`config.mk`:
```
export PLATFORM = sky130hd
export DESIGN_NAME = zoom_out_media_fsm
export DESIGN_NICKNAME = d
export VERILOG_FILES = /design/src/rtl/zoom_out_media_fsm.sv
export SDC_FILE = /design/constraint.sdc
export NUM_CORES = 1
export LEC_CHECK = 0
export CAP_MARGIN = 20
export CORE_MARGIN = 4
export CORE_UTILIZATION = 35
export CTS_CLUSTER_SIZE = 14
export DETAILED_ROUTE_END_ITERATION = 12
export DONT_BUFFER_PORTS = 1
export HOLD_SLACK_MARGIN = 0.05
export PLACE_DENSITY = 0.54
export SKIP_CTS_REPAIR_TIMING = 1
export SYNTH_ARGS = -nofsm -noshare
export SYNTH_HDL_FRONTEND = slang
export SYNTH_SLANG_ARGS = --single-unit
```
`constraint.sdc`:
```
create_clock -name clk -period 6.5 [get_ports clk]
set_clock_uncertainty 0.15 [all_clocks]
set_input_delay 1.95 -clock clk [delete_from_list [all_inputs] [get_ports clk]]
set_output_delay 1.95 -clock clk [all_outputs]
set_load 0.03 [all_outputs]
```
`src/rtl/zoom_out_media_fsm.sv`:
```
// Block-averaging zoom-out sequencer (2x / 4x).
// Walks the reduced image in raster order, reads each BxB source block,
// accumulates it and writes the truncated mean to the output frame memory.
module zoom_out_media_fsm #(
    parameter int unsigned LARG_IN = 320,
    parameter int unsigned ALT_IN  = 240,
    parameter int unsigned PIXEL_W = 8,
    parameter int unsigned ADDR_W  = 17,
    parameter int unsigned RD_LAT  = 2
) (
    input  logic               clk,
    input  logic               reset,
    input  logic               start,
    input  logic [1:0]         fator_zoom,
    output logic               busy,
    output logic               done,
    output logic [9:0]         x_out,
    output logic [9:0]         y_out,
    output logic               rd_en,
    output logic [ADDR_W-1:0]  rd_addr,
    input  logic [PIXEL_W-1:0] rd_data,
    output logic               wr_en,
    output logic [ADDR_W-1:0]  wr_addr,
    output logic [PIXEL_W-1:0] wr_data
);

    localparam int unsigned ACC_W   = PIXEL_W + 4;
    localparam int unsigned K_W     = 4;
    localparam int unsigned COORD_W = 10;
    localparam int unsigned D_W     = (RD_LAT > 1) ? $clog2(RD_LAT) : 1;

    typedef enum logic [2:0] {
        S_IDLE,
        S_READ,
        S_DRAIN,
        S_WRITE,
        S_DONE
    } state_t;

    state_t               r_state, w_state_nxt;
    logic                 r_is4x, w_is4x_nxt;
    logic [K_W-1:0]       r_k, w_k_nxt;
    logic [D_W-1:0]       r_dcnt, w_dcnt_nxt;
    logic [RD_LAT-1:0]    r_vld, w_vld_nxt;
    logic [ACC_W-1:0]     r_acc, w_acc_nxt, w_acc_sum;
    logic [COORD_W-1:0]   r_x, w_x_nxt, r_y, w_y_nxt;
    logic                 r_busy, w_busy_nxt;
    logic                 r_done, w_done_nxt;
    logic                 r_rd_en, w_rd_en_nxt;
    logic [ADDR_W-1:0]    r_rd_addr, w_rd_addr_nxt;
    logic                 r_wr_en, w_wr_en_nxt;
    logic [ADDR_W-1:0]    r_wr_addr, w_wr_addr_nxt;
    logic [PIXEL_W-1:0]   r_wr_data, w_wr_data_nxt;

    logic [COORD_W-1:0]   w_w_out, w_h_out;
    logic [K_W-1:0]       w_k_last;
    logic                 w_x_last, w_y_last;
    logic [COORD_W-1:0]   w_x_adv, w_y_adv;
    logic                 w_fz_legal;

    // Source address of read k inside the block of output pixel (x_o, y_o)
    function automatic logic [ADDR_W-1:0] f_rd_addr(
        input logic [COORD_W-1:0] x_o,
        input logic [COORD_W-1:0] y_o,
        input logic [K_W-1:0]     k,
        input logic               is4x
    );
        logic [ADDR_W-1:0] x_src;
        logic [ADDR_W-1:0] y_src;
        if (is4x) begin
            x_src = (ADDR_W'(x_o) << 2) + ADDR_W'(k[1:0]);
            y_src = (ADDR_W'(y_o) << 2) + ADDR_W'(k[3:2]);
        end else begin
            x_src = (ADDR_W'(x_o) << 1) + ADDR_W'(k[0]);
            y_src = (ADDR_W'(y_o) << 1) + ADDR_W'(k[1]);
        end
        return ADDR_W'(y_src * ADDR_W'(LARG_IN)) + x_src;
    endfunction

    // Geometry and raster-advance helpers for the latched factor
    always_comb begin
        w_w_out    = r_is4x ? COORD_W'(LARG_IN >> 2) : COORD_W'(LARG_IN >> 1);
        w_h_out    = r_is4x ? COORD_W'(ALT_IN >> 2)  : COORD_W'(ALT_IN >> 1);
        w_k_last   = r_is4x ? K_W'(15) : K_W'(3);
        w_x_last   = (r_x == (w_w_out - COORD_W'(1)));
        w_y_last   = (r_y == (w_h_out - COORD_W'(1)));
        w_x_adv    = w_x_last ? '0 : (r_x + COORD_W'(1));
        w_y_adv    = w_x_last ? (r_y + COORD_W'(1)) : r_y;
        w_fz_legal = (fator_zoom == 2'b01) || (fator_zoom == 2'b10);
        w_acc_sum  = r_acc + (r_vld[RD_LAT-1] ? ACC_W'(rd_data) : ACC_W'(0));
    end

    // Read-valid delay line: marks the cycle each read's data returns
    always_comb begin
        w_vld_nxt    = '0;
        w_vld_nxt[0] = r_rd_en;
        for (int i = 1; i < int'(RD_LAT); i++) begin
            w_vld_nxt[i] = r_vld[i-1];
        end
    end

    // State register
    always_ff @(posedge clk or posedge reset) begin
        if (reset) begin
            r_state <= S_IDLE;
        end else begin
            r_state <= w_state_nxt;
        end
    end

    // Next-state and next-output logic
    always_comb begin
        w_state_nxt   = r_state;
        w_is4x_nxt    = r_is4x;
        w_k_nxt       = r_k;
        w_dcnt_nxt    = r_dcnt;
        w_x_nxt       = r_x;
        w_y_nxt       = r_y;
        w_acc_nxt     = w_acc_sum;
        w_busy_nxt    = r_busy;
        w_done_nxt    = 1'b0;
        w_rd_en_nxt   = 1'b0;
        w_rd_addr_nxt = r_rd_addr;
        w_wr_en_nxt   = 1'b0;
        w_wr_addr_nxt = r_wr_addr;
        w_wr_data_nxt = r_wr_data;

        case (r_state)
            S_IDLE: begin
                if (start && w_fz_legal) begin
                    w_state_nxt   = S_READ;
                    w_is4x_nxt    = fator_zoom[1];
                    w_k_nxt       = '0;
                    w_x_nxt       = '0;
                    w_y_nxt       = '0;
                    w_acc_nxt     = '0;
                    w_busy_nxt    = 1'b1;
                    w_rd_en_nxt   = 1'b1;
                    w_rd_addr_nxt = '0;
                end
            end
            S_READ: begin
                if (r_k == w_k_last) begin
                    w_state_nxt = S_DRAIN;
                    w_dcnt_nxt  = '0;
                end else begin
                    w_k_nxt       = r_k + K_W'(1);
                    w_rd_en_nxt   = 1'b1;
                    w_rd_addr_nxt = f_rd_addr(r_x, r_y, r_k + K_W'(1), r_is4x);
                end
            end
            S_DRAIN: begin
                if (r_dcnt == D_W'(RD_LAT - 1)) begin
                    w_state_nxt   = S_WRITE;
                    w_wr_en_nxt   = 1'b1;
                    w_wr_addr_nxt = ADDR_W'(ADDR_W'(r_y) * ADDR_W'(w_w_out)) + ADDR_W'(r_x);
                    w_wr_data_nxt = r_is4x ? PIXEL_W'(w_acc_sum >> 4) : PIXEL_W'(w_acc_sum >> 2);
                end else begin
                    w_dcnt_nxt = r_dcnt + D_W'(1);
                end
            end
            S_WRITE: begin
                w_acc_nxt = '0;
                w_k_nxt   = '0;
                if (w_x_last && w_y_last) begin
                    w_state_nxt = S_DONE;
                    w_x_nxt     = '0;
                    w_y_nxt     = '0;
                    w_busy_nxt  = 1'b0;
                    w_done_nxt  = 1'b1;
                end else begin
                    w_state_nxt   = S_READ;
                    w_x_nxt       = w_x_adv;
                    w_y_nxt       = w_y_adv;
                    w_rd_en_nxt   = 1'b1;
                    w_rd_addr_nxt = f_rd_addr(w_x_adv, w_y_adv, '0, r_is4x);
                end
            end
            S_DONE: begin
                w_state_nxt = S_IDLE;
            end
            default: begin
                w_state_nxt = S_IDLE;
            end
        endcase
    end

    // Datapath and output registers
    always_ff @(posedge clk or posedge reset) begin
        if (reset) begin
            r_is4x    <= 1'b0;
            r_k       <= '0;
            r_dcnt    <= '0;
            r_vld     <= '0;
            r_acc     <= '0;
            r_x       <= '0;
            r_y       <= '0;
            r_busy    <= 1'b0;
            r_done    <= 1'b0;
            r_rd_en   <= 1'b0;
            r_rd_addr <= '0;
            r_wr_en   <= 1'b0;
            r_wr_addr <= '0;
            r_wr_data <= '0;
        end else begin
            r_is4x    <= w_is4x_nxt;
            r_k       <= w_k_nxt;
            r_dcnt    <= w_dcnt_nxt;
            r_vld     <= w_vld_nxt;
            r_acc     <= w_acc_nxt;
            r_x       <= w_x_nxt;
            r_y       <= w_y_nxt;
            r_busy    <= w_busy_nxt;
            r_done    <= w_done_nxt;
            r_rd_en   <= w_rd_en_nxt;
            r_rd_addr <= w_rd_addr_nxt;
            r_wr_en   <= w_wr_en_nxt;
            r_wr_addr <= w_wr_addr_nxt;
            r_wr_data <= w_wr_data_nxt;
        end
    end

    assign busy    = r_busy;
    assign done    = r_done;
    assign x_out   = r_x;
    assign y_out   = r_y;
    assign rd_en   = r_rd_en;
    assign rd_addr = r_rd_addr;
    assign wr_en   = r_wr_en;
    assign wr_addr = r_wr_addr;
    assign wr_data = r_wr_data;

endmodule

```
==> impl_metrics.toml, run 1 <==
# yosys + openroad results
[run_status]
status = "completed"

[logic_synthesis]
postSynthAreaPerCell_sq_um = 8.70
synth_area_sq_um = 7540
yosys.area.top_type = "dfrtp_1"
yosys.area.top_type_share = 0.295
async_flop_share = 1.00
ys_sh_xor = 0.0860
yosysMostFrequentCell = "nand2_1"
edf_count = 0
adder_share = 0.205
synth-seq-area-share = 0.295
synth_cells = 866
simple_gate_share = 0.179
synthTopCellsByArea = "dfrtp_1 30%, ha_1 16%, xnor2_1 6.4%"
mux_share = 0.0224
ys_sh_aoi = 0.167

[power]
total_power_mw = 1.30
clkPwrFrac = 0.453
swShare = 0.265
vdd_drop_max_mv = 0.0960
pg_comb_uw = 50.8
combPwrFrac = 0.039
p_sw_uw = 345
pwr_density_cell_nw_per_um2 = 161
pg_seq_uw = 661

[finish]
fin_nets = 970
buffer_area_frac = 0.00558
mostFrequentLayoutCell = "nand2_1"
seq_share = 0.276
final_cell_mix = "127 x nand2_1, 96 x ha_1, 88 x dfrtp_1, 85 x nor2_1, 70 x o21ai_0"
fillers = 2194
n_all_buffers = 6
area_growth_pct = 7.10
final_area_sq_um = 8070
comb_area_sq_um = 4980
sh_comb_area = 0.616
comb_cells = 700
fin_cells = 1124
final-clk-cell-share = 0.0414
drive_gt1_frac = 0.0565
clockBufferCount = 10

[worst_setup_path]
reg2reg_slack_ps = 1330
timing.rr.end = "wr_addr[16]"
cp_max_fo = 44
r2r_start = "r_is4x"
worst-setup-path-type = "flop to flop"
endpoint = "wr_addr[16]"
r2r_cells = 17
startpoint = "r_is4x"
worst_setup_path_start_kind = "flop"

[hold_path]
holdPathStages = 0
whs_endpoint = "r_vld[1]"
worstHoldStart = "r_vld[0]"
hold_path.class = "flop to flop"

[sta]
rsz0062_at_grt = "no"
drv_slew = 0
finalSetupTns_ps = 0
finalCritPeriodShare = 0.796
worst-slew-pin-transition_ps = 1140
hold_ws_ps = 212
finalCriticalPeriod_ps = 5170
fmax_mhz = 193
setup_viol = 0
fin_ws_ps = 1330

[global_routing]
met2_usage = 0.262
grt_pass1_vias = 5833
grt-ovfl-total = 0
grt_pass1_wl_microns = 31100
met1_usage = 0.211
grt_max_degree = 48

[routing]
vias_per_cell = 5.27
drtAntennaViolNets = 0

[clock_tree]
cts_tree = "yes"
cts_made_buffers = 9
cts_sinks = 89
htreeDepth = 3
clockBufferDepth = 2

[floorplanning]
rows = 53
die_w_microns = 155
core_region_area_sq_um = 21100
ios = 79
die_h_microns = 155
initial_core_util = 0.357

[run]
log.warning_count = 29
drv_cap = 0
[run 1: flip-flops by register name, summed over array words and instances (netlist names)]
register	cells
rd_addr	17
r_vld	2
wr_addr	17
r_acc	12
r_is4x	1
busy	1
r_state	3
wr_data	8
y_out	10
rd_en	1
done	1
r_dcnt	1
x_out	10
wr_en	1
r_k	4
[run 1: critical path: stages (launching register included)]
cell and delay, ps:
dfrtp_2 590, buf_4 460, mux2_2 410, ha_1 270, inv_1 50, fa_1 480, fa_1 520, inv_1 40
ha_1 320, fa_1 470, a21o_1 170, a21oi_1 220, o21bai_1 90, a21oi_1 250, o21ai_0 130, a31oi_1 200
xnor2_1 130, o21ai_0 80
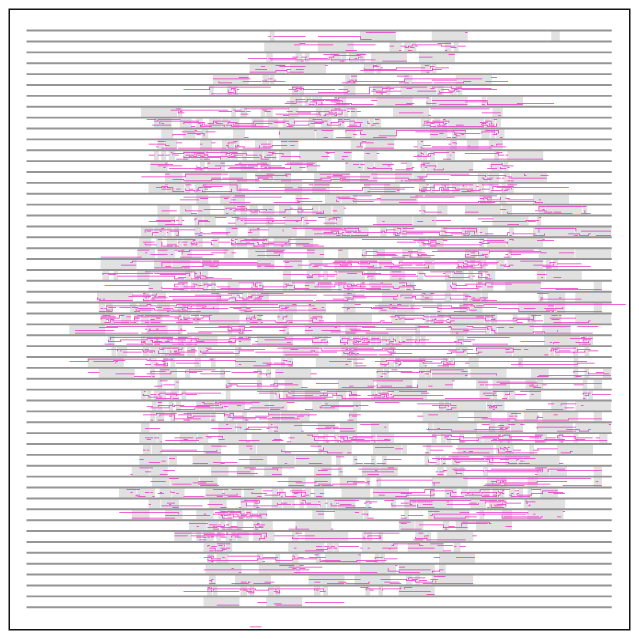
*Met1 routing, run 1*
Drawn at 4 px/micron. Supply wires on this layer in grey.
The layer holds 45% of the routed length. 896 nets have wire on it. The layer carries 8430 microns of wire. The wires run mostly horizontal.
routed vias: 5920
WL final: 18800 microns

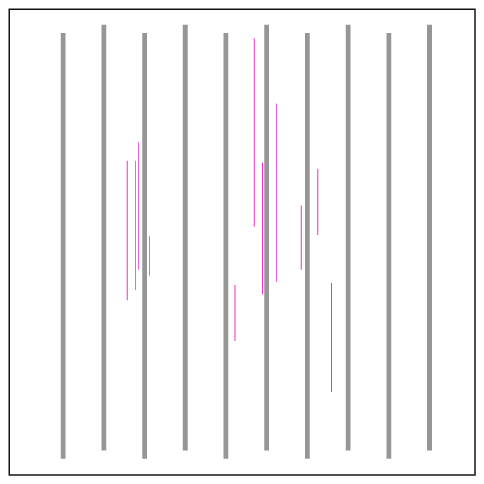
*Signal wires on met4, run 1*
Drawn at 3 px/micron. Supply wires on this layer in grey.
The layer carries 407 microns of wire. The longest straight run is 62.6 microns.

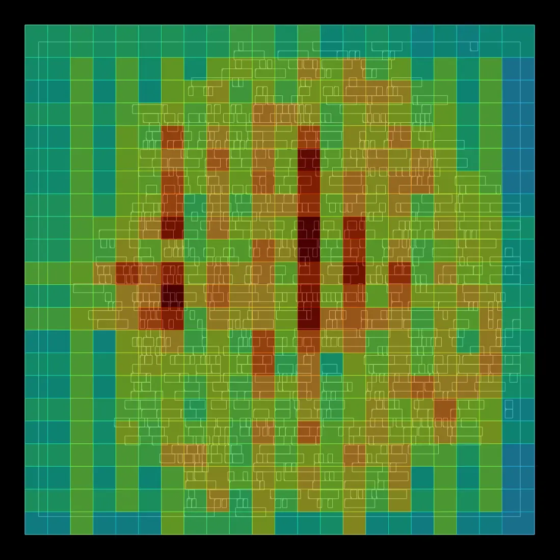
*Routing congestion, run 1*
Final Util: 0.383
WL/cell: 16.7 microns
layer carrying the most global-route usage: met2
total global-route track usage: 0.161
global-route met3 utilization: 0.0392

### Sequential cells coloured by netlist name, run 1

Drawn at 3 px/micron. Other sequential cells in the stronger grey, the rest of the logic in the fainter grey.
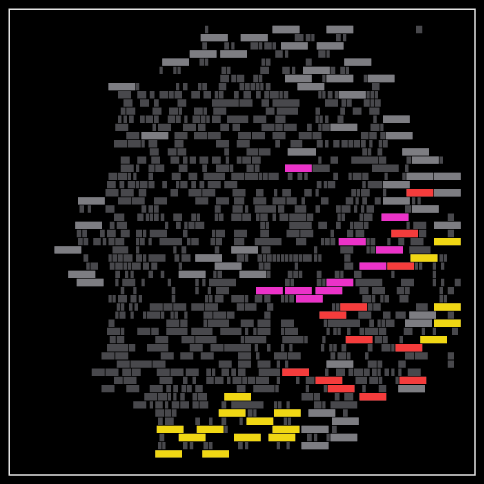

==> run 1 -> run 2 <==
- clock period: 6.5 -> 5.05 ns (I/O delays scaled with it)
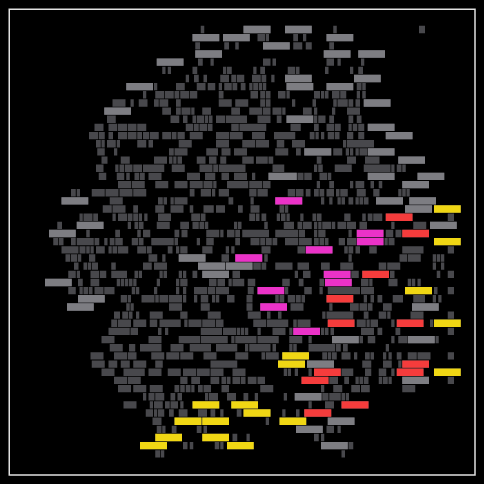
*Sequential cells coloured by netlist name, run 2*
Drawn at 3 px/micron. Other sequential cells in the stronger grey, the rest of the logic in the fainter grey.
`x_out`: drawn in magenta, sequential cells 10. `wr_addr`: drawn in yellow, sequential cells 17. `r_acc`: drawn in red, sequential cells 12.
Another 50 sequential cells are not coloured.
Sequential Power: 852 uW
Register Area: 2230 sq um
Final Util: 0.389
fraction of area in registers: 0.272

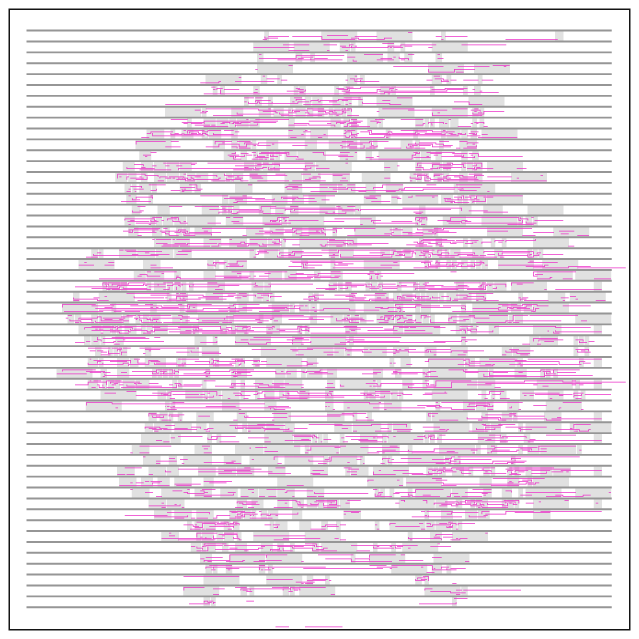
*Met1 routing, run 2*
Drawn at 4 px/micron. Supply wires on this layer in grey.
The wires run mostly horizontal. The longest straight run is 45.1 microns. 924 nets have wire on it.
met1 Use GR: 0.222
WL final: 19400 microns
routed vias: 6011

==> run 2 against run 1 <==
Against the previous run:
- first-iteration DRC count down 4.4%
- global-route usage up 0.37 points
- flip-flop count unchanged
- setup slack worse by 900 ps
- sequential share of layout area down 0.41 points
- critical path depth down 1
- synthesized area unchanged
- via count up 1.5%
- non-clock buffer count up 19
- clock-buffer cell count unchanged
- wire length up 3.2%
- critical endpoint unchanged
- highest routed layer unchanged
==> impl_metrics.toml, run 2 <==
# yosys + openroad results
[run_status]
status = "completed"

[logic_synthesis]
postSynthAreaPerCell_sq_um = 8.70
ys_sh_aoi = 0.167
synth-seq-area-share = 0.295
yosys.area.top_type = "dfrtp_1"
adder_share = 0.205
synth_area_sq_um = 7540
simple_gate_share = 0.179
yosys.area.top_type_share = 0.295
async_flop_share = 1.00
synthTopCellsByArea = "dfrtp_1 30%, ha_1 16%, xnor2_1 6.4%"
mux_share = 0.0224

[sta]
fin_ws_ps = 427
drv_slew = 0
fmax_mhz = 216
worst-slew-pin-transition_ps = 911
setup_viol = 0
finalCritPeriodShare = 0.915
finalSetupTns_ps = 0

[worst_setup_path]
crit_slowest_cell = "fa_1"
critPathTopFamily = "adder cells"
critPathMaxStageDelay_ps = 510
reg2reg_slack_ps = 430
cp.depth = 16
r2r_cells = 16
crit_buf_inv = 2
worst-setup-path-type = "flop to flop"
crit_chain = "mux2_2, ha_1, inv_1, fa_1, fa_1, inv_1, ha_1, fa_1, a21o_1, a21oi_1, o21bai_1, a21oi_1, o21ai_0, a31oi_1, xnor2_1, o21ai_0"
endpoint = "wr_addr[16]"

[run]
log.warning_count = 29
drv_cap = 0

[finish]
fillers = 2167
final_cell_mix = "127 x nand2_1, 96 x ha_1, 88 x dfrtp_1, 85 x nor2_1, 70 x o21ai_0"
mostFrequentLayoutCell = "nand2_1"
final_area_sq_um = 8200
fin_cells = 1143
comb_area_sq_um = 4980
fin_nets = 989
area_growth_pct = 8.73

[power]
total_power_mw = 1.64
p_sw_uw = 459
swShare = 0.279
vdd_drop_max_mv = 0.122
pwr_density_cell_nw_per_um2 = 200
clkPwrFrac = 0.440

[floorplanning]
rows = 53
die_h_microns = 155
initial_core_util = 0.357
core_region_area_sq_um = 21100
die_w_microns = 155
ios = 79

[hold_path]
holdPathStages = 0
worstHoldStart = "r_vld[0]"
hold_path.class = "flop to flop"

[routing]
wl_per_cell_microns = 17.0

[clock_tree]
cts_tree = "yes"
cts_sinks = 89
clockBufferDepth = 2

[global_routing]
grt-ovfl-total = 0
grtUsageTotal = 0.165
[run 2: cell counts after synthesis]
No cell type changed its count.
[run 2: logic make-up after synthesis]
logic type               Yosys count
AND/OR/NAND/NOR                  296
AND-OR/OR-AND                    199
adder cells (fa/ha/maj)          113
flip-flops                        89
buffers and inverters             78
XOR/XNOR                          74
multiplexers                      16
other                              1
[run 2: area by class of cell]
class	count	share of cell area
clock buffer	10	0.0292
timing repair buffer	25	0.0229
sequential	89	0.272
multi-input combinational	700	0.607
inverter	38	0.0177
tap	275	0.0420
clock inverter	6	0.00916
[run 2: metal layers]
metal / vias to the layer above / GRT usage / wire length (microns)
li1: 2995 / - / -
met1: 2862 / 0.222 / 8940
met2: 136 / 0.271 / 9120
met3: 18 / 0.0344 / 1050
met4: 0 / 0.0395 / 287
met5: - / 0 / 0
### Signal wires on met4, run 2

Drawn at 3 px/micron. Supply wires on this layer in grey.
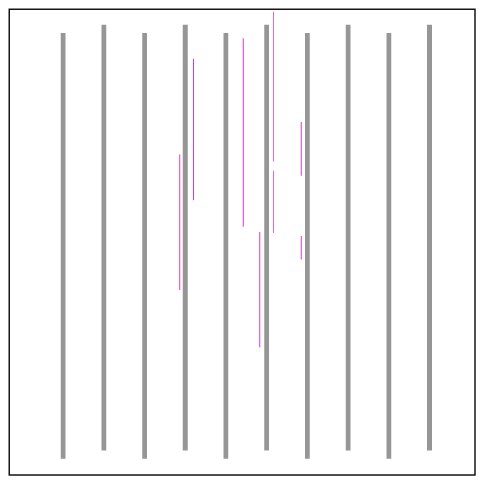

==> run 2 -> run 3 <==
- SLEW_MARGIN: default -> 20
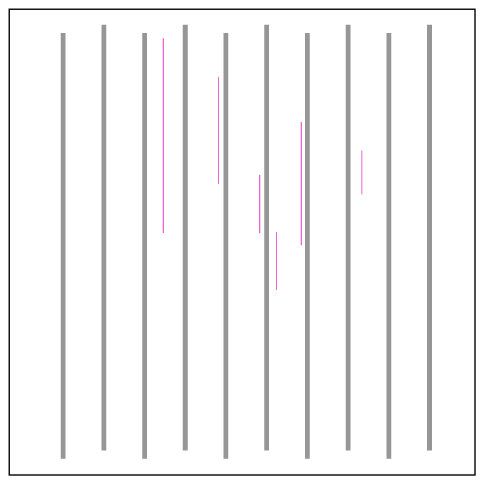
*Signal wires on met4, run 3*
Drawn at 3 px/micron. Supply wires on this layer in grey.
3 nets have wire on it. The layer holds 0.99% of the routed length. The wires run mostly vertical.
routed vias: 5964
WL final: 19500 microns

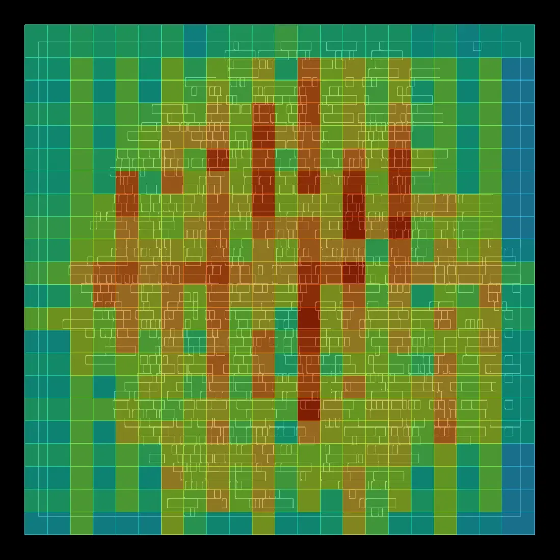
*Routing congestion, run 3*
global-route met3 utilization: 0.0381
Final Util: 0.388
met2 Use GR: 0.277

==> run 3 against run 2 <==
Against the previous run:
- setup slack about the same
- sequential power about the same
- non-clock buffer count down 1
- maximum frequency about the same
- global-route usage up 0.18 points
- utilization about the same
- worst hold slack worse by 4.7 ps
- final area about the same
- clock-buffer cell count unchanged
- synthesized cell count unchanged
- critical path type unchanged
- largest cell class unchanged
- largest power group unchanged
==> impl_metrics.toml, run 3 <==
# yosys + openroad results
[run_status]
status = "completed"

[finish]
fillers = 2165
mostFrequentLayoutCell = "nand2_1"
final-clk-cell-share = 0.0383
n_all_inverters = 38
comb_cells = 700
flop-count = 89
comb_area_sq_um = 4980
buffer_area_frac = 0.0220
ff_latch_area_sq_um = 2230
largest_cell_class = "combinational gates"
seq_share = 0.272
final_cell_mix = "127 x nand2_1, 96 x ha_1, 88 x dfrtp_1, 85 x nor2_1, 70 x o21ai_0"
area_growth_pct = 8.68
fin_nets = 988
final_area_sq_um = 8190
clockBufferCount = 10
n_all_buffers = 24
fin_cells = 1142
sh_comb_area = 0.608

[hold_path]
whs_endpoint = "r_vld[1]"
holdPathStages = 0
hold_path.class = "flop to flop"
worstHoldStart = "r_vld[0]"

[power]
pwr_density_cell_nw_per_um2 = 201
p_seq_frac = 0.517
clkPwrFrac = 0.442
powerClk_uw = 727
swShare = 0.282
total_power_mw = 1.65
pg_seq_uw = 852
vdd_drop_max_mv = 0.113
p_sw_uw = 464

[worst_setup_path]
cp_max_fo = 7
startpoint = "r_is4x"
endpoint = "wr_addr[16]"
worst-setup-path-type = "flop to flop"
r2r_cells = 16
crit_arrival_ps = 4700
reg2reg_slack_ps = 430

[logic_synthesis]
yosys.area.top_type_share = 0.295
yosys.area.top_type = "dfrtp_1"
mux_share = 0.0224
synth_cells = 866
synth_area_sq_um = 7540
synth-seq-area-share = 0.295
synthTopCellsByArea = "dfrtp_1 30%, ha_1 16%, xnor2_1 6.4%"
simple_gate_share = 0.179
ys_sh_aoi = 0.167
postSynthAreaPerCell_sq_um = 8.70
synth_cell_type_count = 62
async_flop_share = 1.00
adder_share = 0.205

[sta]
hold_ws_ps = 215
finalCriticalPeriod_ps = 4620
finalSetupTns_ps = 0
setup_viol = 0
fmax_mhz = 216
drv_slew = 0
finalCritPeriodShare = 0.915
fin_ws_ps = 427
rsz0062_at_grt = "no"
worst-slew-pin-transition_ps = 952

[global_routing]
grt-ovfl-total = 0
grt_max_degree = 69
grtUsageTotal = 0.166

[floorplanning]
core_region_area_sq_um = 21100
die_h_microns = 155
tap_cells = 275
initial_core_util = 0.357
rows = 53
die_w_microns = 155
ios = 79

[placed_design]
dp.cells = 1126

[clock_tree]
cts_sinks = 89
path_clk_slew_ps = 80
clockBufferDepth = 2
cts_tree = "yes"

[routing]
vias_per_cell = 5.22
wl_per_cell_microns = 17.0

[run]
drv_cap = 0
log.warning_count = 29
run 3: cell counts after synthesis:
No cell type changed its count.
run 3: critical path: stages (launching register included):
cell and delay [ps]:
dfrtp_2 440, mux2_2 380, ha_1 280, inv_1 50, fa_1 470, fa_1 510, inv_1 40, ha_1 330
fa_1 480, a21o_1 170, a21oi_1 210, o21bai_1 90, a21oi_1 270, o21ai_0 140, a31oi_1 240, xnor2_1 140
o21ai_0 80
run 3: per-layer routing:
metal | vias to the layer above | global-route usage | wire length [microns]
met5 | - | 0 | 0
met4 | 0 | 0.0387 | 193
met3 | 15 | 0.0381 | 1130
met2 | 124 | 0.277 | 9300
met1 | 2831 | 0.221 | 8840
li1 | 2994 | - | -
Power figures rest on the tool's default switching activity, not on a simulated workload.
